==> config.mk <==
export PLATFORM = sky130hd
export DESIGN_NAME = count_event_monitor
export DESIGN_NICKNAME = d
export VERILOG_FILES = /design/src/rtl/count_event_monitor.sv
export SDC_FILE = /design/constraint.sdc
export NUM_CORES = 1
export LEC_CHECK = 0
export CAP_MARGIN = 20
export CORE_MARGIN = 2
export CORE_UTILIZATION = 38
export CTS_BUF_LIST = sky130_fd_sc_hd__clkbuf_8
export CTS_CLUSTER_DIAMETER = 120
export DETAILED_ROUTE_END_ITERATION = 16
export GPL_TIMING_DRIVEN = 0
export PLACE_DENSITY = 0.58
export SLEW_MARGIN = 20
export SYNTH_ARGS = -nofsm -noshare
export SYNTH_HDL_FRONTEND = slang
export SYNTH_SLANG_ARGS = --single-unit
==> constraint.sdc <==
create_clock -name clk -period 3.6 [get_ports clk]
set_input_delay 1.08 -clock clk [delete_from_list [all_inputs] [get_ports clk]]
set_output_delay 1.08 -clock clk [all_outputs]
set_load 0.005 [all_outputs]
==> images/cell_density.png <==
Drawn at 4 px/um. The die is cut into 10 by 10 equal tiles; white is low, dark blue is high, 0 to 100% covered.
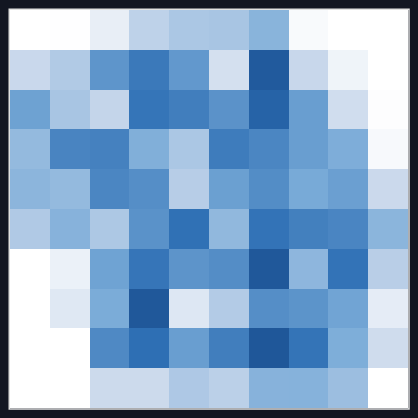
tiles over 75% full: 5.0%
nearly empty tiles: 13%
densest ninth of the die: middle
mean over tiles: 41%
fullest tile: 84%
area inside the core boundary: 8810 um^2
final core utilization: 0.479
core utilization at floorplan: 0.394

==> images/clk_routes.png <==
Drawn at 4 px/um.
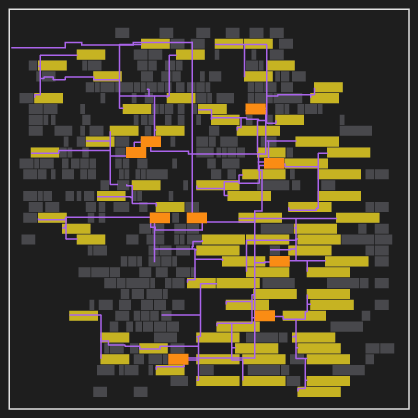
legend:
  clock wires:
    colour: purple
    length: 970 um
  flip-flops:
    colour: yellow
    count: 74
  clock drivers:
    colour: orange
    count: 9
routed clock nets: 10
power attributed to the clock group: 0.000584 W
Max Clock Skew: 0.00816 ns
relative contribution of the clock network to total power: 0.266
Worst-Skew Late Latency: 0.35 ns

==> run notes <==
The detailed-route wire length is 6.97 mm, and the count of fill cells added during filler insertion is 813. The vias after detailed routing is 2,383. The adder-cell share of the synthesized area was 0.0346; the buffer and inverter count on the worst path was 2. The flow ran to the end, and the final reports show no timing, DRC or antenna violations.

The tools report the number of CTS-inserted buffers as 9. The setup slack of the critical path after layout is 0.137 ns. TritonCTS built the clock tree.

Data arrives at the worst endpoint at 3.75 ns. The script logs the ratio of routed vias to standard cells as 5.21. Entering global routing, the biggest net connects 15 pins. In the CTS report, the clock slew at the register clock pins of the worst setup and hold paths is listed as 0.08 ns.

The number of stages on the worst hold path came out at 2. The tightest slew margin relative to the limit was 0.514. Per the cell usage report, the commonest logic cells after layout are 40 x sky130_fd_sc_hd__edfxtp_1, 37 x sky130_fd_sc_hd__clkdlybuf4s50_1, 34 x sky130_fd_sc_hd__dfxtp_1. The run gives 11.9 um^2 for the average cell area after synthesis. Looking at the critical path, the single cell with the biggest stage delay is sky130_fd_sc_hd__clkdlybuf4s50_1.

The async set-reset flop share out of synthesis is 0, and the flip-flop count of the largest register after layout is 40. Per the post-route antenna check, the number of violating nets is 0. The ratio of final minimum period to clock period is 0.962.

Grouping non-sequential cells by family puts the most area in simple AND/OR/NAND/NOR gates.
## per-stage QoR
stage	setup TNS, ns	instance area [um^2]	hold slack (ns)	instances
after detailed placement	-6.73	4010	0.491	440
after floorplan	0	3470	0.474	292
after global routing	0	4220	0.539	457
after global placement	-5.68	4010	0.486	440
after CTS	0	4190	0.505	457
final	0	4220	0.502	457
## routing by layer
| metal | GRT usage | up-vias | share of wire |
|---|---|---|---|
| met5 | 0 | - | 0 |
| met4 | 0.0664 | 0 | 0.016 |
| met3 | 0.0274 | 12 | 0.036 |
| met2 | 0.236 | 60 | 0.47 |
| met1 | 0.198 | 1133 | 0.47 |
| li1 | - | 1178 | - |
## what timing repair did
action | CTS | global route
resized | 0 | 6
setup endpoints to repair | 2 | 2
setup buffers | 1 | 0
pin swaps | 1 | 1
## synthesized netlist by cell type (2+ instances only)
library cell / instances / area, um^2
sky130_fd_sc_hd__dfxtp_1: 34 / 681
sky130_fd_sc_hd__nand4_1: 6 / 37.5
sky130_fd_sc_hd__mux2i_1: 16 / 160
sky130_fd_sc_hd__xnor2_1: 9 / 78.8
sky130_fd_sc_hd__nor2b_1: 2 / 12.5
sky130_fd_sc_hd__buf_1: 3 / 11.3
sky130_fd_sc_hd__edfxtp_1: 40 / 1200
sky130_fd_sc_hd__or4_1: 3 / 22.5
sky130_fd_sc_hd__and3_1: 8 / 50.1
sky130_fd_sc_hd__clkbuf_1: 6 / 22.5
sky130_fd_sc_hd__and2_1: 13 / 81.3
sky130_fd_sc_hd__nor4b_1: 2 / 17.5
sky130_fd_sc_hd__inv_1: 5 / 18.8
sky130_fd_sc_hd__nand3_1: 13 / 65.1
sky130_fd_sc_hd__mux4_2: 10 / 225
sky130_fd_sc_hd__nand2_1: 19 / 71.3
sky130_fd_sc_hd__and4_1: 2 / 17.5
sky130_fd_sc_hd__xor2_1: 11 / 96.3
sky130_fd_sc_hd__or3_1: 5 / 31.3
sky130_fd_sc_hd__buf_4: 2 / 15.0
sky130_fd_sc_hd__a21oi_1: 9 / 45.0
sky130_fd_sc_hd__nor4_1: 4 / 25.0
sky130_fd_sc_hd__buf_2: 2 / 10.0
sky130_fd_sc_hd__ha_1: 8 / 100
sky130_fd_sc_hd__nor2_1: 25 / 93.8
sky130_fd_sc_hd__o31ai_1: 3 / 22.5
sky130_fd_sc_hd__nand2b_1: 5 / 31.3
sky130_fd_sc_hd__o21ai_0: 5 / 25.0
sky130_fd_sc_hd__nor4bb_1: 2 / 20.0
sky130_fd_sc_hd__nor3_1: 3 / 15.0
## final cells by class
| type | instances | area, um^2 | share of cell area |
|---|---|---|---|
| clock buffers | 9 | 124 | 0.0294 |
| flip-flops and latches | 74 | 1880 | 0.446 |
| plain buffers | 14 | 70.1 | 0.0166 |
| repair buffers | 41 | 415 | 0.0985 |
| well taps | 108 | 135 | 0.0320 |
| clock inverters | 7 | 52.6 | 0.0125 |
| multi-input cells | 199 | 1520 | 0.360 |
| inverters | 5 | 18.8 | 0.00445 |
## power by group
group / internal [W] / leakage (nW) / switching [W]
logic: 0.000353 / 0.765 / 0.000264
clock network: 0.000252 / 0.0744 / 0.000331
registers: 0.000950 / 0.642 / 0.0000394
total: 0.00156 / 1.48 / 0.000634
Power figures rest on the tool's default switching activity, not on a simulated workload.
